$ cat src/rtl/addsub_serial_nbit_if.sv
// addsub_serial_nbit_if: operand/result bundle for the serial add/subtract unit.
//   start, sel, a, b      : request side, driven by the master (operand registers)
//   busy, done, s, co,
//   ovf, zero             : response side, driven by the slave (the unit)
// WIDTH must match the WIDTH of the attached addsub_serial_nbit.
interface addsub_serial_nbit_if #(
    parameter int unsigned WIDTH = 16
);
    logic             start;
    logic             sel;
    logic [WIDTH-1:0] a;
    logic [WIDTH-1:0] b;
    logic             busy;
    logic             done;
    logic [WIDTH-1:0] s;
    logic             co;
    logic             ovf;
    logic             zero;

    modport master (
        output start, sel, a, b,
        input  busy, done, s, co, ovf, zero
    );

    modport slave (
        input  start, sel, a, b,
        output busy, done, s, co, ovf, zero
    );
endinterface

$ cat src/rtl/addsub_serial_nbit.sv
// addsub_serial_nbit: multi-cycle add/subtract, DIGIT bits per clock through one ripple slice.
//   clk  : rising-edge clock
//   rst  : synchronous active-high reset
//   bus  : addsub_serial_nbit_if.slave
//          start/sel/a/b in; busy/done/s/co/ovf/zero out
// A request is accepted in IDLE or DONE; the result appears WIDTH/DIGIT cycles later with a
// one-cycle done pulse. s/co/ovf/zero hold until the next accept (s shows partial digits while
// the next operation runs).
// Build option: define ADDSUB_FLAGS_EN to compute ovf and zero; otherwise both are tied to 0.
module addsub_serial_nbit #(
    parameter int unsigned WIDTH = 16,
    parameter int unsigned DIGIT = 4
) (
    input logic                 clk,
    input logic                 rst,
    addsub_serial_nbit_if.slave bus
);
    localparam int unsigned N  = WIDTH / DIGIT;
    localparam int unsigned CW = (N > 1) ? $clog2(N) : 1;

    typedef enum logic [1:0] {StIdle, StCalc, StDone} state_e;

    state_e           state_q, state_d;
    logic [WIDTH-1:0] a_q, b_q, s_q, s_d;
    logic             sel_q, carry_q, co_q;
    logic [CW-1:0]    cnt_q;
    logic             accept, last;
    logic [31:0]      base;
    logic [DIGIT-1:0] a_dig, b_dig;
    logic [DIGIT:0]   dsum;

    // Current digit slice; subtract is a + ~b + 1 with the +1 preloaded into carry_q.
    always_comb begin
        base  = 32'(cnt_q) * DIGIT;
        a_dig = DIGIT'(a_q >> base);
        b_dig = DIGIT'(b_q >> base) ^ {DIGIT{sel_q}};
        dsum  = {1'b0, a_dig} + {1'b0, b_dig} + {{DIGIT{1'b0}}, carry_q};
        s_d   = (s_q & ~(WIDTH'({DIGIT{1'b1}}) << base))
              | (WIDTH'(dsum[DIGIT-1:0]) << base);
        last  = (cnt_q == CW'(N - 1));
    end

    always_comb begin
        state_d = state_q;
        accept  = 1'b0;
        unique case (state_q)
            StIdle: begin
                if (bus.start) begin
                    accept  = 1'b1;
                    state_d = StCalc;
                end
            end
            StCalc: begin
                if (last) state_d = StDone;
            end
            StDone: begin
                if (bus.start) begin
                    accept  = 1'b1;
                    state_d = StCalc;
                end else begin
                    state_d = StIdle;
                end
            end
            default: state_d = StIdle;
        endcase
    end

    always_ff @(posedge clk) begin
        if (rst) begin
            state_q <= StIdle;
            a_q     <= '0;
            b_q     <= '0;
            s_q     <= '0;
            sel_q   <= 1'b0;
            carry_q <= 1'b0;
            co_q    <= 1'b0;
            cnt_q   <= '0;
        end else begin
            state_q <= state_d;
            if (accept) begin
                a_q     <= bus.a;
                b_q     <= bus.b;
                sel_q   <= bus.sel;
                carry_q <= bus.sel;
                cnt_q   <= '0;
            end else if (state_q == StCalc) begin
                s_q     <= s_d;
                carry_q <= dsum[DIGIT];
                cnt_q   <= cnt_q + CW'(1);
                if (last) co_q <= dsum[DIGIT];
            end
        end
    end

`ifdef ADDSUB_FLAGS_EN
    logic ovf_q, zero_q;

    // Carry into the MSB is recovered as a ^ b' ^ sum at that bit.
    always_ff @(posedge clk) begin
        if (rst) begin
            ovf_q  <= 1'b0;
            zero_q <= 1'b0;
        end else if (!accept && state_q == StCalc && last) begin
            ovf_q  <= a_dig[DIGIT-1] ^ b_dig[DIGIT-1] ^ dsum[DIGIT-1] ^ dsum[DIGIT];
            zero_q <= (s_d == '0);
        end
    end

    assign bus.ovf  = ovf_q;
    assign bus.zero = zero_q;
`else
    assign bus.ovf  = 1'b0;
    assign bus.zero = 1'b0;
`endif

    assign bus.busy = (state_q != StIdle);
    assign bus.done = (state_q == StDone);
    assign bus.s    = s_q;
    assign bus.co   = co_q;
endmodule

$ cat src/flat_wrapper.sv
// flat-port wrapper written by rule: the top's interface ports become plain ports
module addsub_serial_nbit_flat 
#(
    parameter int unsigned WIDTH = 16,
    parameter int unsigned DIGIT = 4
)
  (clk, rst, bus_start, bus_sel, bus_a, bus_b, bus_busy, bus_done, bus_s, bus_co, bus_ovf, bus_zero);
  addsub_serial_nbit_if #(.WIDTH(WIDTH)) bus_i ();
  input logic clk;
  input logic rst;
  input wire logic [$bits(bus_i.start)-1:0] bus_start;
  input wire logic [$bits(bus_i.sel)-1:0] bus_sel;
  input wire logic [$bits(bus_i.a)-1:0] bus_a;
  input wire logic [$bits(bus_i.b)-1:0] bus_b;
  output wire logic [$bits(bus_i.busy)-1:0] bus_busy;
  output wire logic [$bits(bus_i.done)-1:0] bus_done;
  output wire logic [$bits(bus_i.s)-1:0] bus_s;
  output wire logic [$bits(bus_i.co)-1:0] bus_co;
  output wire logic [$bits(bus_i.ovf)-1:0] bus_ovf;
  output wire logic [$bits(bus_i.zero)-1:0] bus_zero;
  assign bus_i.start = bus_start;
  assign bus_i.sel = bus_sel;
  assign bus_i.a = bus_a;
  assign bus_i.b = bus_b;
  assign bus_busy = bus_i.busy;
  assign bus_done = bus_i.done;
  assign bus_s = bus_i.s;
  assign bus_co = bus_i.co;
  assign bus_ovf = bus_i.ovf;
  assign bus_zero = bus_i.zero;
  addsub_serial_nbit #(.WIDTH(WIDTH), .DIGIT(DIGIT)) u_core (.clk(clk), .rst(rst), .bus(bus_i));
endmodule
$ cat config.mk
export PLATFORM = sky130hd
export DESIGN_NAME = addsub_serial_nbit_flat
export DESIGN_NICKNAME = d
export VERILOG_FILES = /design/src/rtl/addsub_serial_nbit_if.sv /design/src/rtl/addsub_serial_nbit.sv /design/src/flat_wrapper.sv
export SDC_FILE = /design/constraint.sdc
export NUM_CORES = 1
export LEC_CHECK = 0
export CAP_MARGIN = 30
export CORE_ASPECT_RATIO = 0.5
export CORE_MARGIN = 2
export CORE_UTILIZATION = 44
export DETAILED_ROUTE_END_ITERATION = 8
export PLACE_DENSITY = 0.8
export SETUP_SLACK_MARGIN = 0.3
export SYNTH_ARGS = -nofsm -noshare
export SYNTH_HDL_FRONTEND = slang
export SYNTH_SLANG_ARGS = --single-unit
$ cat constraint.sdc
create_clock -name clk -period 2.55 [get_ports clk]
set_input_delay 0.51 -clock clk [delete_from_list [all_inputs] [get_ports clk]]
set_output_delay 0.51 -clock clk [all_outputs]
set_load 0.005 [all_outputs]
### Supply network

Pins as bars on the die edge. Tap cells in grey.
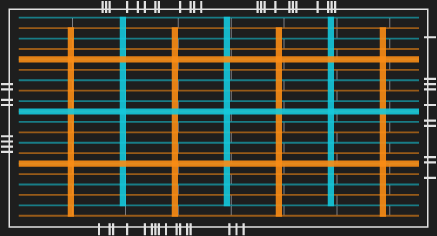
VDD -> cyan
VSS -> orange
met4 straps = 7
met1 rails = 20
tap cells = 73
rows = 19
signal pins = 57
area of the placeable core: 0.00540 sq mm
maximum resistive drop on vdd: 0.323 mV
die outline height: 56.4 um

### Placed cells, one colour a class

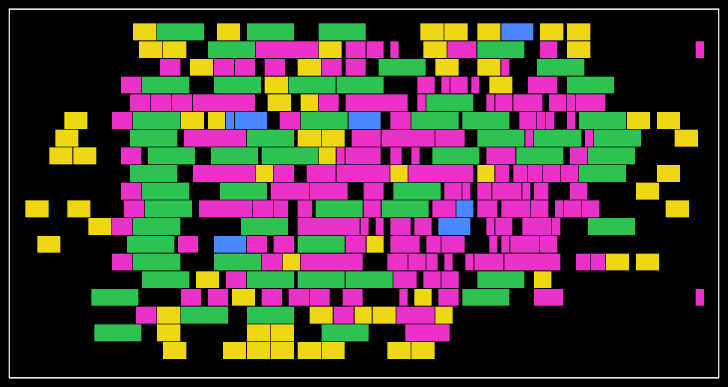
sequential cells -> green  # cells 55
remaining buffers and delay cells -> yellow  # cells 66
combinational and other logic -> magenta  # cells 138
clock drivers and dummy loads -> blue  # cells 7
cell row count: 19
final instance area: 0.00321 sq mm
core utilization of the finished layout: 0.595

### Clock wires, drivers and flops

The bar under the picture is 20 um long.
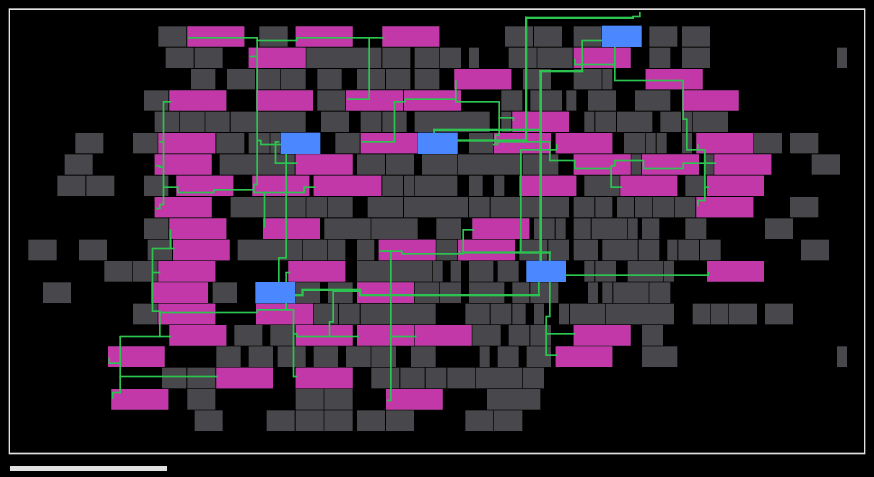
clock drivers -> blue  # count 5
flip-flops -> magenta  # count 55
clock wires -> green  # length 596 um
routed clock nets = 6
clock network power: 0.463 mW
clock group share of total power: 0.259
clk_skew: 0.00750 ns
clk ins delay skew pair: 0.31 ns

### Wiring by layer

The bar under the picture is 20 um long.
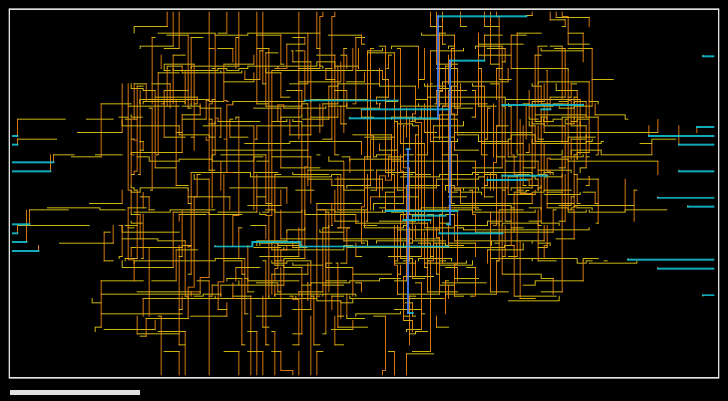
metal 2 -> orange  # wire length 2,700 um
metal 4 -> blue  # wire length 66.0 um
metal 3 -> cyan  # wire length 238 um
metal 1 -> yellow  # wire length 2,390 um
total detailed-routing wirelength: 5390 um
GR Util All Layers: 0.184
vias: 1,840

### Track usage over the die

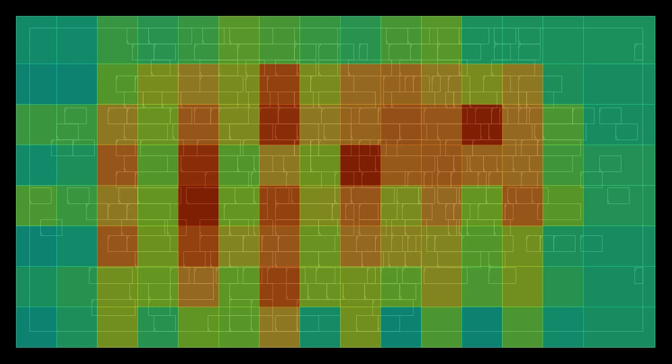
met3 track utilization from global routing: 0.0360
met1 Use GR: 0.235

==> summary.log <==
qor: status.outcome finished clean
qor: synthesis.synth_cell_type_count 37
qor: finish.comb_cell_area 0.00128 sq mm
qor: flow_run.warnings 32
qor: synthesis.enable_flop_cells 0
qor: finish.numSequentialCells 55
qor: synthesis.synthXorXnorAreaFrac 0.0217
qor: placed_design.post-place-cells 327
qor: worst_setup_path.worstPathCellList mux4_2, xnor2_2, fa_2, inv_2, fa_2, a21o_1, a21oi_2, o41ai_1
qor: finish.clkcell_share 0.0249
qor: global_routing.grt_antenna_before_repair 0
qor: finish.sequential_cell_area 0.00110 sq mm
qor: final_timing.timing.final.ws_setup 0.146 ns
qor: final_timing.finalSetupViolations 0
qor: global_routing.number_of_global_route_vias_before_repair 1,825
qor: finish.comb_cells 131
qor: floorplan.io_pins 57
qor: synthesis.synth_sequential_area_ratio 0.455
qor: route.detail_route.vias_per_cell 5.43
qor: finish.comb_area_frac 0.398
qor: finish.nonClockBufferCount 66
qor: synthesis.syn_inst 208
qor: clock_network.number_of_buffers_created_by_cts 5
qor: route.wire_per_inst 15.9 um
qor: synthesis.post_synth_and_or_nand_nor_area_fraction 0.125
qor: min_path.hp-class reg2reg
qor: finish.seq-cell-share 0.344
qor: finish.non_clock_buffer_area_share 0.196
qor: final_timing.hold_viol 0
qor: route.drt_first_pass_iters 4
qor: final_timing.timing.fmax 0.416 GHz
qor: worst_setup_path.critPathMostFrequentCell sky130_fd_sc_hd__fa_2
qor: placed_design.placedInstanceArea 0.00304 sq mm
qor: worst_setup_path.timing.critical_path.fanout_max 6
qor: clock_network.clock_path_buffers 2
qor: clock_network.cts_root_buf sky130_fd_sc_hd__clkbuf_8
qor: floorplan.nWellTaps 73
qor: worst_setup_path.cp.buffers_inverters 1
qor: worst_setup_path.timing.critical_path.max_delay_family adder cells
qor: route.drt_first_iter_violations 87
qor: final_timing.post_route_clock_period_utilization 0.943
qor: global_routing.grt_max_degree 36
qor: synthesis.ys_cells 208
qor: synthesis.syn-cell-area 0.00242 sq mm
qor: flow_run.drv.max_cap_violation_count 0
qor: synthesis.portion_of_netlist_area_occupied_by_mux_cells 0.0937
qor: floorplan.initial_core_util 0.448
qor: finish.num-clock-buffers 6
qor: pwr.static-leakage-power 1.24 nW
qor: floorplan.design.die.area 0.00614 sq mm
qor: route.drcViolationCount 0
qor: global_routing.gr-total-overflow 0
qor: route.routedLengthMet1 2390 um
qor: worst_setup_path.critPathArrivalTime 2.61 ns
qor: route.met2RoutedLength 2700 um
qor: synthesis.yosys_area 0.00242 sq mm
qor: synthesis.synthAdderAreaFrac 0.0528
qor: final_timing.timing.setup.tns 0 ns
qor: synthesis.ys.flops 55
qor: finish.non_clock_inverter_count 7
qor: worst_setup_path.worstSetupStartpointType register
qor: finish.area_growth 32.9%
qor: finish.post_layout_nonfiller_instances 339
qor: final_timing.holdWs 0.482 ns
qor: placed_design.placement.setup.worst_slack 0.0995 ns
qor: worst_setup_path.critical_path.max_stage_delay 0.54 ns
qor: synthesis.netlist_logic_family_top AND-OR/OR-AND gates
qor: pwr.fin_total_pwr 1.79 mW
qor: route.topRoutingLayerUsed met4
qor: route.postRouteAntennaNets 0
qor: synthesis.flop_cell sky130_fd_sc_hd__dfxtp_1
qor: final_timing.rsz0062_at_grt true
qor: synthesis.ys_async_sr_fraction 0
qor: floorplan.die-width 109 um
qor: finish.final_cell_mix sky130_fd_sc_hd__clkdlybuf4s50_1 (54), sky130_fd_sc_hd__dfxtp_1 (54), sky130_fd_sc_hd__a22o_1 (33)
qor: finish.layout.nets 311
qor: synthesis.synth.yosys.warnings 0
qor: clock_network.cts.reportedPaths.clkPinSlew 0.09 ns
qor: worst_setup_path.crit_slowest_cell sky130_fd_sc_hd__mux4_2
qor: synthesis.post_synth_ao_oa_area_fraction 0.199
qor: placed_design.total_half_perimeter_wirelength_after_legalization_and_detailed_placement 3900 um
qor: clock_network.cts_tree done
qor: finish.number_of_antenna_diodes 0
-- cells in the mapped netlist (all sizes together) (2+ instances only) --
cell type	number	area, sq um
nand2	4	15.0
xnor2	2	17.5
o211ai	4	30.0
ha	7	87.6
mux2i	2	20.0
nand4	4	25.0
xor2	4	35.0
nor2b	3	18.8
a22o	33	289
a21oi	4	31.3
and4bb	2	25.0
nor2	15	56.3
fa	2	40.0
a21o	2	15.0
mux4	8	206
buf	14	90.1
inv	7	26.3
and2	3	18.8
a22oi	12	90.1
nand3b	9	67.6
dfxtp	55	1100
clkbuf	2	7.51
-- state kept, by name, indices dropped and copies added (netlist names) --
signal,cells
u_core.a_q,16
u_core.b_q,16
u_core.bus.s,16
u_core.cnt_q,2
u_core.state_q,2
u_core.bus.co,1
u_core.carry_q,1
u_core.sel_q,1
-- report_power, final --
part / internal, mW / switching, mW / leakage (nW)
sequential: 0.910 / 0.0346 / 0.450
combinational: 0.203 / 0.175 / 0.757
clock: 0.189 / 0.274 / 0.0373
total: 1.30 / 0.484 / 1.24
-- per-layer routing --
metal  up-vias  track usage
li1        894            -
met1       891        0.235
met2        48        0.321
met3         7       0.0360
met4         0       0.0495
met5         -            0
-- path summary, 6_finish.rpt --
check,from,end,slack (ns),cells past startpoint
min reg2reg,u_core.b_q[1],u_core.b_q[1],0.48,1
max,u_core.cnt_q[0],u_core.carry_q,0.15,8
min,u_core.b_q[1],u_core.b_q[1],0.48,1
max reg2reg,u_core.cnt_q[0],u_core.carry_q,0.15,8
-- what timing repair did --
action,4_1_cts,5_1_grt
resized,3,8
pin swaps,9,4
endpoints found under the setup margin,14,14
hold buffers,0,0
setup buffers,3,2
No activity file was given, so power comes from the tool's default toggle rates.
